==> config.mk <==
export PLATFORM = sky130hd
export DESIGN_NAME = bpu_pred_queue
export DESIGN_NICKNAME = d
export VERILOG_FILES = /design/src/rtl/bpu_pkg.sv /design/src/rtl/bpu_pq_ram.sv /design/src/rtl/bpu_pred_queue.sv
export SDC_FILE = /design/constraint.sdc
export NUM_CORES = 1
export LEC_CHECK = 0
export CAP_MARGIN = 20
export CORE_MARGIN = 8
export CORE_UTILIZATION = 55
export CTS_CLUSTER_SIZE = 8
export DETAILED_ROUTE_END_ITERATION = 10
export DONT_BUFFER_PORTS = 1
export HOLD_SLACK_MARGIN = 0.12
export PLACE_DENSITY = 0.71
export SLEW_MARGIN = 30
export SYNTH_ARGS = -nofsm -noshare
export SYNTH_HDL_FRONTEND = slang
export SYNTH_HIERARCHICAL = 1
export SYNTH_SLANG_ARGS = --single-unit
==> constraint.sdc <==
create_clock -name clk -period 9.7 [get_ports clk]
set_input_delay 2.91 -clock clk [delete_from_list [all_inputs] [get_ports clk]]
set_output_delay 2.91 -clock clk [all_outputs]
set_load 0.05 [all_outputs]
Figure 1. Congestion heat map (run 1).
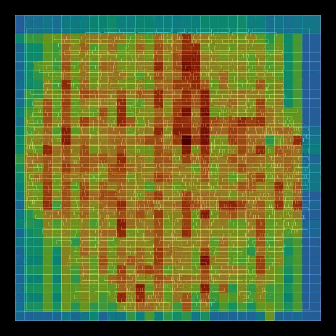
Finished Core Util: 62.9%
grt met3 use: 8.33%
M2 GR Usage: 35.0%
layer with the highest usage: met2
met1 Use GR: 28.0%

Figure 2. Drive-strength map (run 1).
Scale bar: 50 um.
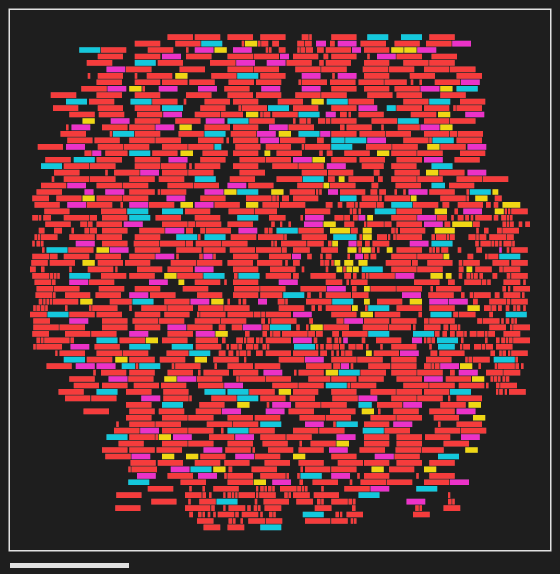
- cyan: _6 and larger (cells 96; share 6.7%; most used clkbuf_16)
- red: _0 and _1 cells (cells 1111; share 77%; most used edfxtp_1)
- magenta: _2 cells (cells 136; share 9.5%; most used mux4_2)
- yellow: _3 and _4 cells (cells 91; share 6.3%; most used mux2_4)
Area Growth Syn to Fin: 12.8%
Buffers, non-clock: 23
Final WS setup: 3440 ps

Figure 3. Signal wires on met2 (run 1).
Scale bar: 50 um.
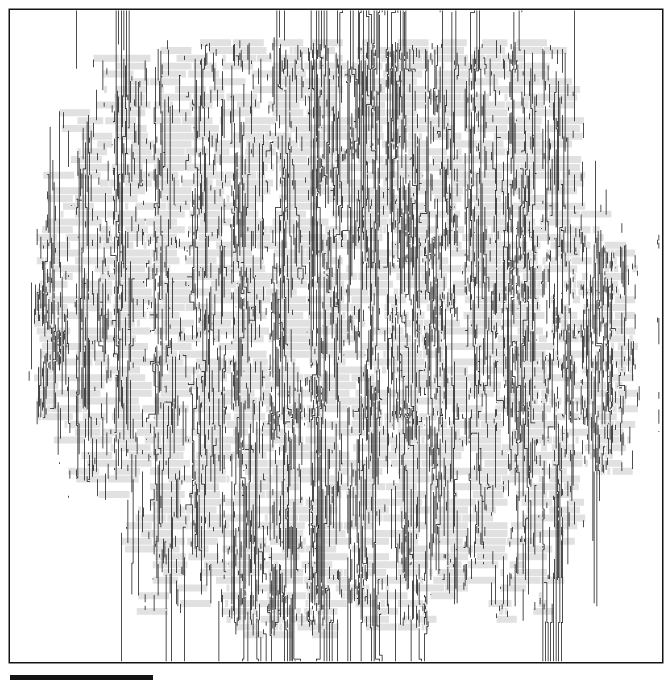
- longest straight run: 116 um
- nets with wire on the layer: 1304
- wire length on this layer: 27.3 mm
- main direction: vertical
- share of all routed wire: 48%
Vias: 12400
DRT Wirelength: 57300 um

Figure 4. Signal wires on met1 (run 1).
Scale bar: 50 um. Supply wires on this layer in gray.
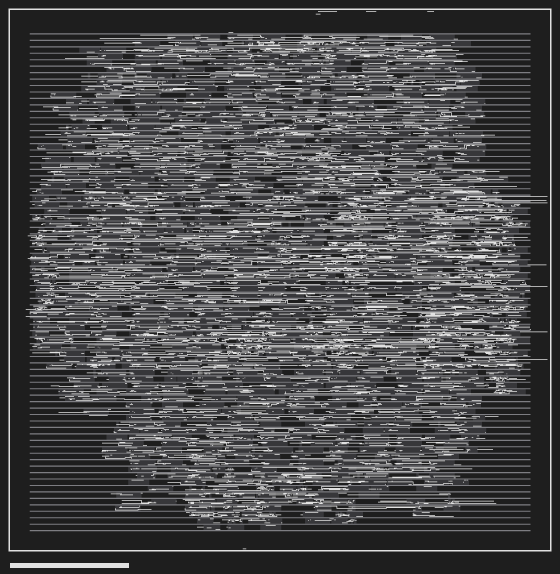
- nets with wire on the layer: 1427
- wire length on this layer: 22.0 mm
- longest straight run: 101 um

==> impl_metrics.env <==
# implementation run metrics
export IMPL_drtIter0Drc=1099
export IMPL_antennaDiodeCount=0
export IMPL_hpwl_um=35600
export IMPL_path_clk_slew_ps=50
export IMPL_vdd_drop_max_uv=203
export IMPL_fin_hold_ws_ps=546
export IMPL_fin_nets=1474
export IMPL_grt_pass1_vias=12500
export IMPL_status="finished, final reports clean"
export IMPL_fill_cells=3012
export IMPL_yosys_area_sq_um=24600
export IMPL_post_cts_buffers=0
export IMPL_power_leakage_nw=8.88
export IMPL_drv_cap=0
export IMPL_path_max_fanout=50
export IMPL_grt_overflow=0
export IMPL_die_y_um=228
export IMPL_grt_util_all_layers_pct=22.2
export IMPL_worst_hold_path_type="flip-flop to flip-flop"
export IMPL_antenna_found_initial=1
export IMPL_place_congestion=0.776
export IMPL_rsz0062_at_grt="false"
export IMPL_synth_flops=616
export IMPL_cts_root_buffer="clkbuf_16"
export IMPL_ys_flop_type="edfxtp_1"
export IMPL_ys_types=50
export IMPL_syn_area_sq_um=24600
export IMPL_crit_type="input pin to flip-flop"
export IMPL_mostFrequentLayoutCells="edfxtp_1 (536), nand2_1 (127), mux4_2 (118)"
export IMPL_slew_viol_final=0
export IMPL_drive_gt1_share_pct=22.5
export IMPL_fmax_ghz=0.160
export IMPL_dp_cells=1866
export IMPL_setup_viol=0
export IMPL_insertion_delay_ps=620
export IMPL_cp_arrival_ps=6480
export IMPL_grt_max_degree=94
export IMPL_synth_nets=1428
export IMPL_setup_tns_ps=0
export IMPL_portBuffers=0
export IMPL_cts_tree="yes"
export IMPL_clock_skew_final_ps=30.2
[run 1: routing by layer]
metal	vias to the layer above	track usage, %	part of all wire, %
met3	99	8.33	11
met4	0	7.99	3.2
li1	5357	-	-
met2	554	35.0	48
met1	6367	28.0	38
met5	-	0	0
[run 1: critical path: stages]
cell	delay, ps
xor2_1	190
nor4_1	740
nand2_1	200
o41a_1	540
inv_1	130
nand2b_1	220
nor2_4	640
buf_4	860
[run 1: report_power, final]
group | internal [mW] | total [mW] | switching [mW]
clock | 1.68 | 2.75 | 1.06
combinational | 0.684 | 1.52 | 0.839
sequential | 3.19 | 3.63 | 0.442
total | 5.55 | 7.90 | 2.35
[run 1: Yosys cell counts, types with 16 or more instances]
cell / count / share of area [%]
buf_2: 22 / 0.45
o21ai_0: 17 / 0.35
mux2_4: 60 / 3.7
mux4_1: 16 / 1.7
a21oi_1: 64 / 1.3
xor2_1: 55 / 2.0
clkbuf_1: 30 / 0.46
dfxtp_1: 80 / 6.5
mux4_2: 118 / 11
nand2_1: 127 / 1.9
nor2_1: 28 / 0.43
edfxtp_1: 536 / 65
[run 1: final cells by class]
type,instances,share of cell area (%)
Clock inverter,6,0.338
Clock buffer,154,8.74
Inverter,12,0.162
Sequential cell,616,63.7
Multi-Input combinational cell,623,23.6
Tap cell,592,2.66
Timing Repair Buffer,23,0.752
[run 1: cells by family after synthesis]
| kind of cell | count (synthesis) | share of synthesized area (%) |
|---|---|---|
| flip-flops | 616 | 71.8 |
| AND/OR/NAND/NOR | 234 | 4.49 |
| multiplexers | 206 | 16.7 |
| AND-OR/OR-AND | 110 | 2.48 |
| buffers and inverters | 77 | 1.81 |
| XOR/XNOR | 65 | 2.31 |
| adder cells (fa/ha/maj) | 8 | 0.437 |
